`src/rtl/hazard_stall_ctrl.sv`:
```
// Hazard controller for the non-forwarding 5-stage pipeline: a per-register countdown
// scoreboard of in-flight writes drives the PC/IF-ID hold and the IF-ID / ID-EX bubbles.
module hazard_stall_ctrl #(
  parameter int PIPE_DEPTH = 3,
  parameter bit RF_BYPASS  = 1'b1,
  parameter int CNT_W      = 32
) (
  input  logic             i_clk,
  input  logic             i_rst_n,
  input  logic             i_id_valid,
  input  logic [4:0]       i_id_rs1_addr,
  input  logic [4:0]       i_id_rs2_addr,
  input  logic             i_id_rs1_used,
  input  logic             i_id_rs2_used,
  input  logic [4:0]       i_id_rd_addr,
  input  logic             i_id_rdwren,
  input  logic             i_br_taken_EX,
  output logic             o_pc_hold,
  output logic             o_if_id_hold,
  output logic             o_if_id_flush,
  output logic             o_id_ex_flush,
  output logic [CNT_W-1:0] o_stall_cnt,
  output logic [CNT_W-1:0] o_flush_cnt
);

  localparam int SB_RAW = $clog2(PIPE_DEPTH + 1);
  localparam int SB_W   = (SB_RAW < 2) ? 2 : SB_RAW;

  // A write-first regfile lets the reader overlap the producer's WB cycle.
  localparam logic [SB_W-1:0] TH   = RF_BYPASS ? SB_W'(2) : SB_W'(1);
  localparam logic [SB_W-1:0] LOAD = SB_W'(PIPE_DEPTH);

  logic [SB_W-1:0] cnt [32];
  logic haz1;
  logic haz2;
  logic stall;
  logic flush;
  logic issue;
  logic load_en;

  always_comb begin
    haz1    = i_id_valid & i_id_rs1_used & (i_id_rs1_addr != 5'd0) & (cnt[i_id_rs1_addr] >= TH);
    haz2    = i_id_valid & i_id_rs2_used & (i_id_rs2_addr != 5'd0) & (cnt[i_id_rs2_addr] >= TH);
    flush   = i_br_taken_EX;
    stall   = (haz1 | haz2) & ~flush;
    issue   = i_id_valid & ~stall & ~flush;
    load_en = issue & i_id_rdwren & (i_id_rd_addr != 5'd0);
  end

  assign o_pc_hold     = stall;
  assign o_if_id_hold  = stall;
  assign o_if_id_flush = flush;
  assign o_id_ex_flush = stall | flush;

  // Entry 0 is never loaded, so x0 always reads as free; a younger write reloads its counter.
  always_ff @(posedge i_clk or negedge i_rst_n) begin
    if (!i_rst_n) begin
      for (int r = 0; r < 32; r++) cnt[r] <= '0;
    end else begin
      for (int r = 0; r < 32; r++) begin
        if (load_en && (i_id_rd_addr == 5'(r))) cnt[r] <= LOAD;
        else if (cnt[r] != '0)                 cnt[r] <= cnt[r] - SB_W'(1);
      end
    end
  end

  always_ff @(posedge i_clk or negedge i_rst_n) begin
    if (!i_rst_n) begin
      o_stall_cnt <= '0;
      o_flush_cnt <= '0;
    end else begin
      if (stall && (o_stall_cnt != {CNT_W{1'b1}})) o_stall_cnt <= o_stall_cnt + CNT_W'(1);
      if (flush && (o_flush_cnt != {CNT_W{1'b1}})) o_flush_cnt <= o_flush_cnt + CNT_W'(1);
    end
  end

endmodule

```
`config.mk`:
```
export PLATFORM = sky130hd
export DESIGN_NAME = hazard_stall_ctrl
export DESIGN_NICKNAME = d
export VERILOG_FILES = /design/src/rtl/hazard_stall_ctrl.sv
export SDC_FILE = /design/constraint.sdc
export NUM_CORES = 1
export LEC_CHECK = 0
export CAP_MARGIN = 20
export CORE_UTILIZATION = 50
export CTS_BUF_LIST = sky130_fd_sc_hd__clkbuf_16
export DETAILED_ROUTE_END_ITERATION = 7
export PLACE_DENSITY = 0.76
export SYNTH_ARGS = -nofsm -noshare
export SYNTH_HDL_FRONTEND = slang
export SYNTH_SLANG_ARGS = --single-unit
```
`constraint.sdc`:
```
create_clock -name i_clk -period 4 [get_ports i_clk]
set_input_delay 1 -clock i_clk [delete_from_list [all_inputs] [get_ports i_clk]]
set_output_delay 1 -clock i_clk [all_outputs]
set_load 0.05 [all_outputs]
```
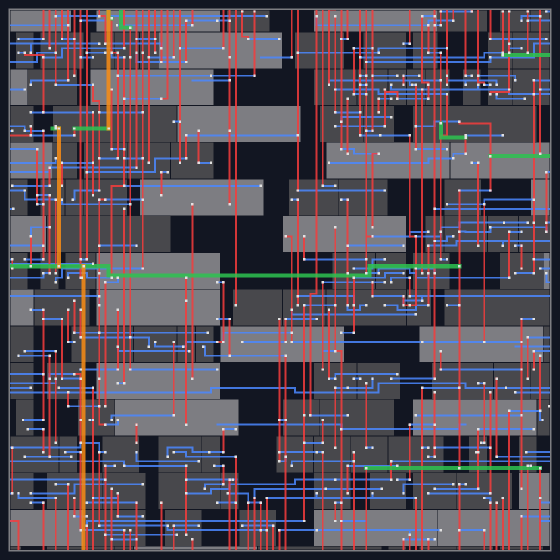
**Above:** run 1 (zoomed window).
Region (41, 65) to (81, 105) µm. Cells in gray, sequential cells in the stronger gray; small squares are vias.
M4 -> orange
M1 -> blue
M3 -> green
M2 -> red
netlist names of flops here include = cnt (8), o_flush_cnt (6), o_stall_cnt (5)
most frequent = dfrtp_1 (19), inv_1 (11)
cells with their middle in the window = 112
sequential cells in the window = 19

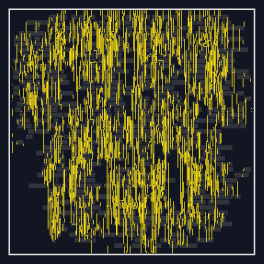
**Above:** run 1 (metal 2).
Drawn at 2 px/µm. Cells faint in the background.
main direction = vertical
longest straight run = 49.0 µm
nets with wire on the layer = 732
wire length on this layer = 8460 µm
via count: 5452
global routing usage on met2: 39.0%
Total Wirelength: 16.8 mm

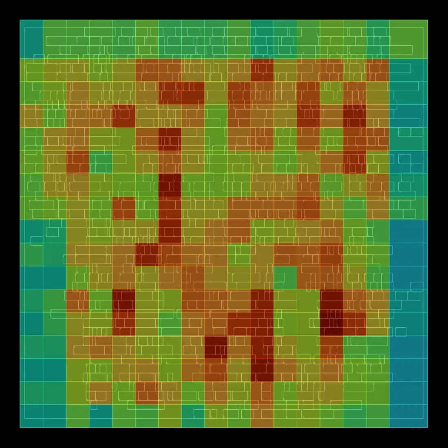
**Above:** run 1 (routing congestion map).
Routed wire per std cell: 17.6 µm
Total Routing Usage GR: 24.0%
busiest metal layer after global routing: met2

run 1: worst max-delay path by stage:
stage | start | to | slack, ps | cells past startpoint
4_1_cts | i_id_rs2_addr[4] | o_pc_hold | -20 | 8
5_1_grt | i_id_rs2_addr[0] | o_id_ex_flush | 40 | 8
3_5_place_dp | i_id_rs1_addr[0] | o_id_ex_flush | -260 | 8
6_report | i_id_rs2_addr[0] | o_id_ex_flush | 90 | 8
3_3_place_gp | i_id_rs1_addr[0] | o_id_ex_flush | -220 | 8
2_1_floorplan | i_id_rs2_addr[0] | o_pc_hold | 1 | 9
run 1: registers in the layout, summed over array words and instances, names as in the netlist:
register,cells
cnt,64
o_stall_cnt,32
o_flush_cnt,32
run 1: final cells by class:
class | count | share of cell area, %
inverter | 71 | 2.97
timing repair buffer | 112 | 13.2
clock inverter | 15 | 1.71
clock buffer | 17 | 4.74
multi-input combinational | 433 | 39.2
tap | 180 | 2.51
sequential | 128 | 35.7
run 1: routing by layer:
metal / up-vias / wire length, µm / part of all wire (%) / global-route usage [%]
li1: 2543 / - / - / -
met1: 2747 / 7300 / 43 / 31.2
met2: 130 / 8460 / 50 / 39.0
met3: 32 / 686 / 4.1 / 5.34
met4: 0 / 400 / 2.4 / 9.34
met5: - / 0 / 0 / 0
run 1: power groups by stage:
stage,Clock (W),Combinational [W],Sequential (W)
detailed placement,0,0.00240,0.00213
CTS,0.00154,0.00244,0.00212
global placement,0,0.00223,0.00213
finish,0.00152,0.00243,0.00212
floorplan,0,0.00169,0.00220
global route,0.00160,0.00272,0.00217
run 1: what timing repair did:
action	in CTS	in global routing
gates resized	9	17
setup endpoints to repair	3	3
hold endpoints to repair	0	0
pin swaps	2	5
gates cloned	2	0
buffers inserted	1	1
==> run notes, run 1 <==
Status
- run status: completed

Global routing
- number of antenna violations at the first check in global routing: 0

Timing
- total negative setup slack: 0 ps
- unrepaired setup endpoints after global routing: false
- worst-case setup margin in the final layout: 86.1 ps
- min Tclk post-route: 3910 ps
- Least-Margin Pin Slew: 730 ps
- clk_skew: 9.41 ps
- Final Hold Fails: 0
- worst-case headroom to the max-slew limit: 51.2%
- worst hold slack: 482 ps

Floorplanning
- number of rows created at floorplan: 43
- chip footprint: 14900 µm²
- core outline area: 13900 µm²
- Ports: 90

Worst setup path
- capturing point of the worst reg2reg path: o_stall_cnt[14]$_DFFE_PN0P_
- kind of start point of the critical path: input port
- Critical R2R Launch: o_stall_cnt[9]$_DFFE_PN0P_
- cells traversed along the worst timing path: clkbuf_2 -> bufbuf_16 -> mux4_2 -> nand2_1 -> a31oi_1 -> and4_4 -> or3_2 -> buf_8
- delay of the slowest cell on the worst path: 490 ps

Synth
- number of unique standard cell types used by synthesis: 53
- fraction of synthesized area in multiplexers: 8.66%
- part of the Yosys area used for sequential elements: 44.6%
- Synth Register Bits: 128
- Post-Syn Instances: 661
- fraction of synthesized cell area taken by the top area cell type: 44.6%
- Yosys warning total: 0
- Most common reg cell: sky130_fd_sc_hd__dfrtp_1
- Commonest cells post-synth: sky130_fd_sc_hd__dfrtp_1, sky130_fd_sc_hd__inv_1, sky130_fd_sc_hd__o31ai_1

Routing
- per-cell via count in the routed design: 5.70
- drt first-iter violations: 343
- antenna violation net count after detailed routing: 0

Power
- internal power of the cells: 0.00387 W
- switching portion of total power: 36.4%
- relative contribution of the clock network to total power: 25.0%

Clocking
- TritonCTS buffer count: 17
- worst skew pair latency: 430 ps
- cell at the root of the clock tree: sky130_fd_sc_hd__clkbuf_16
- post-cts hold buffer count: 0
- TritonCTS clock tree: yes
- Max Root-Sink Buffers: 2

Final layout
- number of nets in the layout: 819
- total non-filler cell area in the finished layout: 8980 µm²
- number of antenna cells inserted: 0
- combined area of the multi-input logic cells: 3520 µm²
- number of inserted filler cells in the final layout: 1068
- leading cell type in the layout, fill and taps excluded: sky130_fd_sc_hd__dfrtp_1

Placed design
- placer congestion estimate: 0.865
- Placement Cell Area: 8280 µm²

Job
- number of warning messages in the logs: 27

**Run 1: sequential cells colored by netlist name**

Drawn at 4 px/µm. Other sequential cells in the stronger gray, the rest of the logic in the fainter gray.
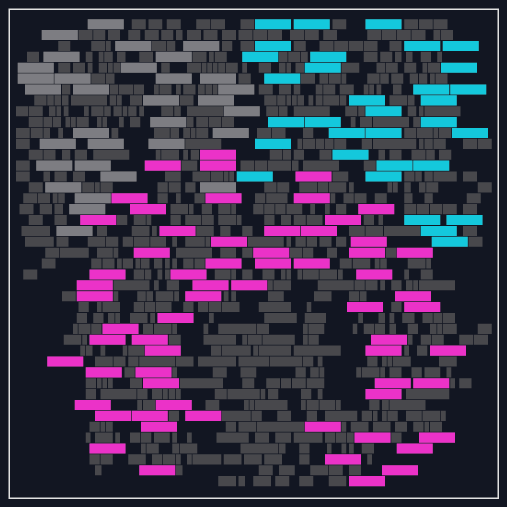

==> run 2, diff against run 1 <==
--- a/config.mk
+++ b/config.mk
@@ -6,10 +6,13 @@
 export NUM_CORES = 1
 export LEC_CHECK = 0
 export CAP_MARGIN = 20
+export CORE_MARGIN = 2
 export CORE_UTILIZATION = 50
 export CTS_BUF_LIST = sky130_fd_sc_hd__clkbuf_16
 export DETAILED_ROUTE_END_ITERATION = 7
 export PLACE_DENSITY = 0.76
+export SKIP_LAST_GASP = 1
 export SYNTH_ARGS = -nofsm -noshare
 export SYNTH_HDL_FRONTEND = slang
 export SYNTH_SLANG_ARGS = --single-unit
+export TNS_END_PERCENT = 10
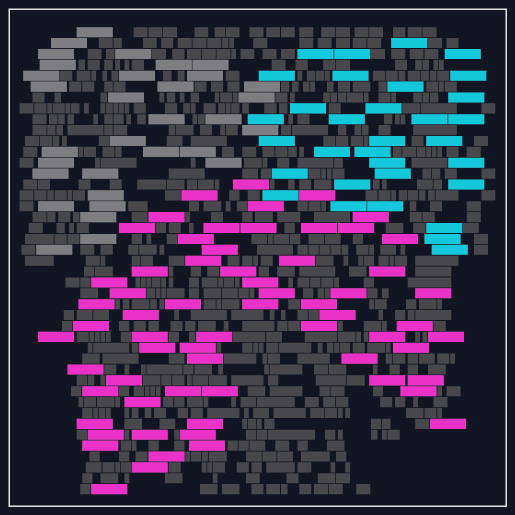
**Above:** run 2 (sequential cells colored by netlist name).
Drawn at 4 px/µm. Other sequential cells in the stronger gray, the rest of the logic in the fainter gray.
cnt -> magenta  # sequential cells 64
o_stall_cnt -> cyan  # sequential cells 32
sequential fraction of total cell area: 35.9%
Finished Core Util: 63.9%
Register Area: 3200 µm²
Power Sequential: 0.00212 W

==> run notes, run 2 <==
Timing
- total negative setup slack: 0 ps, unchanged
- Final Hold Fails: 0, unchanged
- unrepaired setup endpoints after global routing: true
- clk_skew: 7.04 ps, -2.37 ps
- worst-case setup margin in the final layout: 42.1 ps, -44.0 ps
- worst hold slack: 467 ps, -15.4 ps
- min Tclk post-route: 3960 ps, +44.0 ps
- worst-case headroom to the max-slew limit: 44.1%, -7.2 points
- Least-Margin Pin Slew: 834 ps, +105 ps
- final number of max-transition violations: 0

Final layout
- combined area of the multi-input logic cells: 3510 µm², -0.36%
- largest registers: cnt: 64 flops, o_flush_cnt: 32 flops, o_stall_cnt: 32 flops
- number of antenna cells inserted: 0, unchanged
- number of inserted filler cells in the final layout: 1054, -1.3%
- total non-filler cell area in the finished layout: 8910 µm², -0.79%
- top register by number of flip-flops: cnt

Worst setup path
- crit path from: i_id_rs1_addr[0]
- kind of start point of the critical path: input port
- Crit path top cell by count: sky130_fd_sc_hd__buf_6
- cells traversed along the worst timing path: dlygate4sd2_1 -> buf_6 -> mux4_2 -> mux2i_1 -> a22o_1 -> nor4_4 -> buf_4 -> or3_4 -> buf_6
- cell with the largest stage delay on the worst path: sky130_fd_sc_hd__mux4_2
- delay of the slowest cell on the worst path: 490 ps, about the same
- Critical R2R Launch: o_stall_cnt[9]$_DFFE_PN0P_

Placed design
- placer congestion estimate: 0.900, +4.0%
- Post-Place Cells: 920
- Placement Cell Area: 8270 µm², -0.15%

Power
- Comb. pwr: 0.00244 W, about the same
- power of the clock network: 0.00152 W, about the same
- relative contribution of the clock network to total power: 25.0%, about the same
- final total power: 0.00608 W
- pwr/cell area: 683 nW/µm²
- group with the largest share of power: combinational logic
- switching portion of total power: 36.5%, +0.14 points
- internal power of the cells: 0.00386 W, about the same

Routing
- Total Wirelength: 16.9 mm, +0.46%
- total met2 wirelength after detailed routing: 8.59 mm, +1.5%
- max layer used: met4
- antenna violation net count after detailed routing: 0, unchanged
- via count: 5441, -0.20%
- drt first-iter violations: 390, +14%
- M1 WL: 7.16 mm, -1.8%
- Routed wire per std cell: 17.7 µm, +0.67%

Clocking
- worst skew pair latency: 410 ps, -20 ps
- TritonCTS buffer count: 17, unchanged
- cell at the root of the clock tree: sky130_fd_sc_hd__clkbuf_16
- Max Root-Sink Buffers: 2, unchanged

Global routing
- met1 Resource Use GR: 29.9%, -1.2 points
- Total Routing Usage GR: 23.4%, -0.61 points
- global routing usage on met2: 39.3%, +0.30 points
- Global Route met3 Usage: 4.81%, -0.53 points
- overall overflow remaining after global route: 0
- number of global-route vias before repair: 5611
- busiest metal layer after global routing: met2
- number of antenna violations at the first check in global routing: 0, unchanged

Synth
- Most common reg cell: sky130_fd_sc_hd__dfrtp_1
- Post-Syn Instances: 661, unchanged
- part of the Yosys area used for sequential elements: 44.6%, unchanged
- Synth Register Bits: 128, unchanged
- Commonest cells post-synth: sky130_fd_sc_hd__dfrtp_1, sky130_fd_sc_hd__inv_1, sky130_fd_sc_hd__o31ai_1
- Yosys warning total: 0, unchanged
- fraction of synthesized cell area taken by the top area cell type: 44.6%, unchanged
- number of unique standard cell types used by synthesis: 53, unchanged
- netlist area before placement: 7180 µm²

Floorplanning
- Ports: 90, unchanged
- core outline area: 13900 µm², unchanged
- number of rows created at floorplan: 43, unchanged

Job
- number of warning messages in the logs: 27, unchanged

Worst hold path
- class of the tightest hold or removal check: register to register

Status
- run status: completed

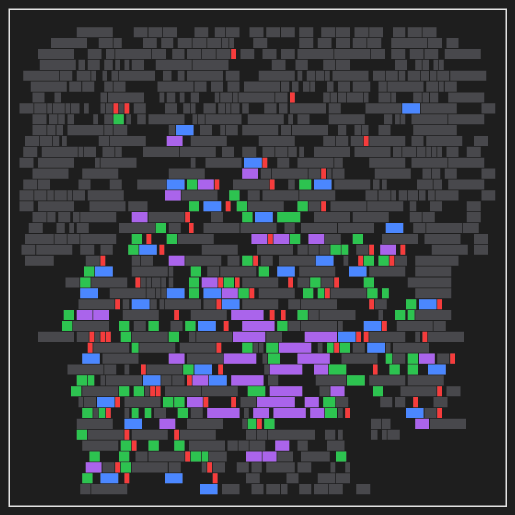
**Above:** run 2 (gate-type map).
Drawn at 4 px/µm.
fa/ha/maj cells -> blue  # cells 34, most used ha_1
inv cells -> red  # cells 71, most used inv_1
mux cells -> purple  # cells 42, most used mux2_2
aoi and oai cells -> green  # cells 88, most used o31ai_1
combinational fraction of the cell area: 39.4%
leading cell type in the layout, fill and taps excluded: sky130_fd_sc_hd__dfrtp_1

[run 2: worst register-to-register path: stages, from the launching register on]
cell                      delay, ps
sky130_fd_sc_hd__dfrtp_1        460
sky130_fd_sc_hd__nand4_2        200
sky130_fd_sc_hd__or4_4          610
sky130_fd_sc_hd__nor3_2         360
sky130_fd_sc_hd__a41oi_2        190
sky130_fd_sc_hd__o21a_2         300
sky130_fd_sc_hd__and3_1         250
sky130_fd_sc_hd__xor2_1         140
[run 2: cells by family after synthesis]
logic type               synth area share, %
flip-flops                              44.6
multiplexers                            8.66
AND/OR/NAND/NOR                         12.9
AND-OR/OR-AND                           9.49
adder cells (fa/ha/maj)                 5.92
XOR/XNOR                                11.6
buffers and inverters                   6.90
[run 2: cell type report]
type,count,share of cell area (%)
repair buffers,110,12.7
clock buffers,17,4.77
inverters,71,2.99
clock inverters,15,1.68
flip-flops and latches,128,35.9
well taps,180,2.53
multi-input cells,433,39.4
[run 2: what timing repair did]
| action | in CTS | in global routing |
|---|---|---|
| endpoints found under the hold margin | 0 | 0 |
| setup buffers | 1 | 0 |
| gates resized | 17 | 5 |
| hold buffers | 0 | 0 |
| endpoints found under the setup margin | 3 | 3 |
| cloned | 1 | 0 |
| pin swaps | 3 | 3 |
[run 2: final timing paths]
path / cells past startpoint / slack [ps] / endpoint
setup / recovery: 9 / 40 / o_id_ex_flush
hold / removal: 1 / 470 / cnt[62]$_DFFE_PN0P_
max in group asynchronous: 2 / 2500 / o_stall_cnt[5]$_DFFE_PN0P_
min in group asynchronous: 1 / 650 / cnt[25]$_DFFE_PN0P_
setup reg to reg: 7 / 1370 / o_stall_cnt[10]$_DFFE_PN0P_
hold reg to reg: 1 / 470 / cnt[62]$_DFFE_PN0P_
Power figures rest on the tool's default switching activity, not on a simulated workload.
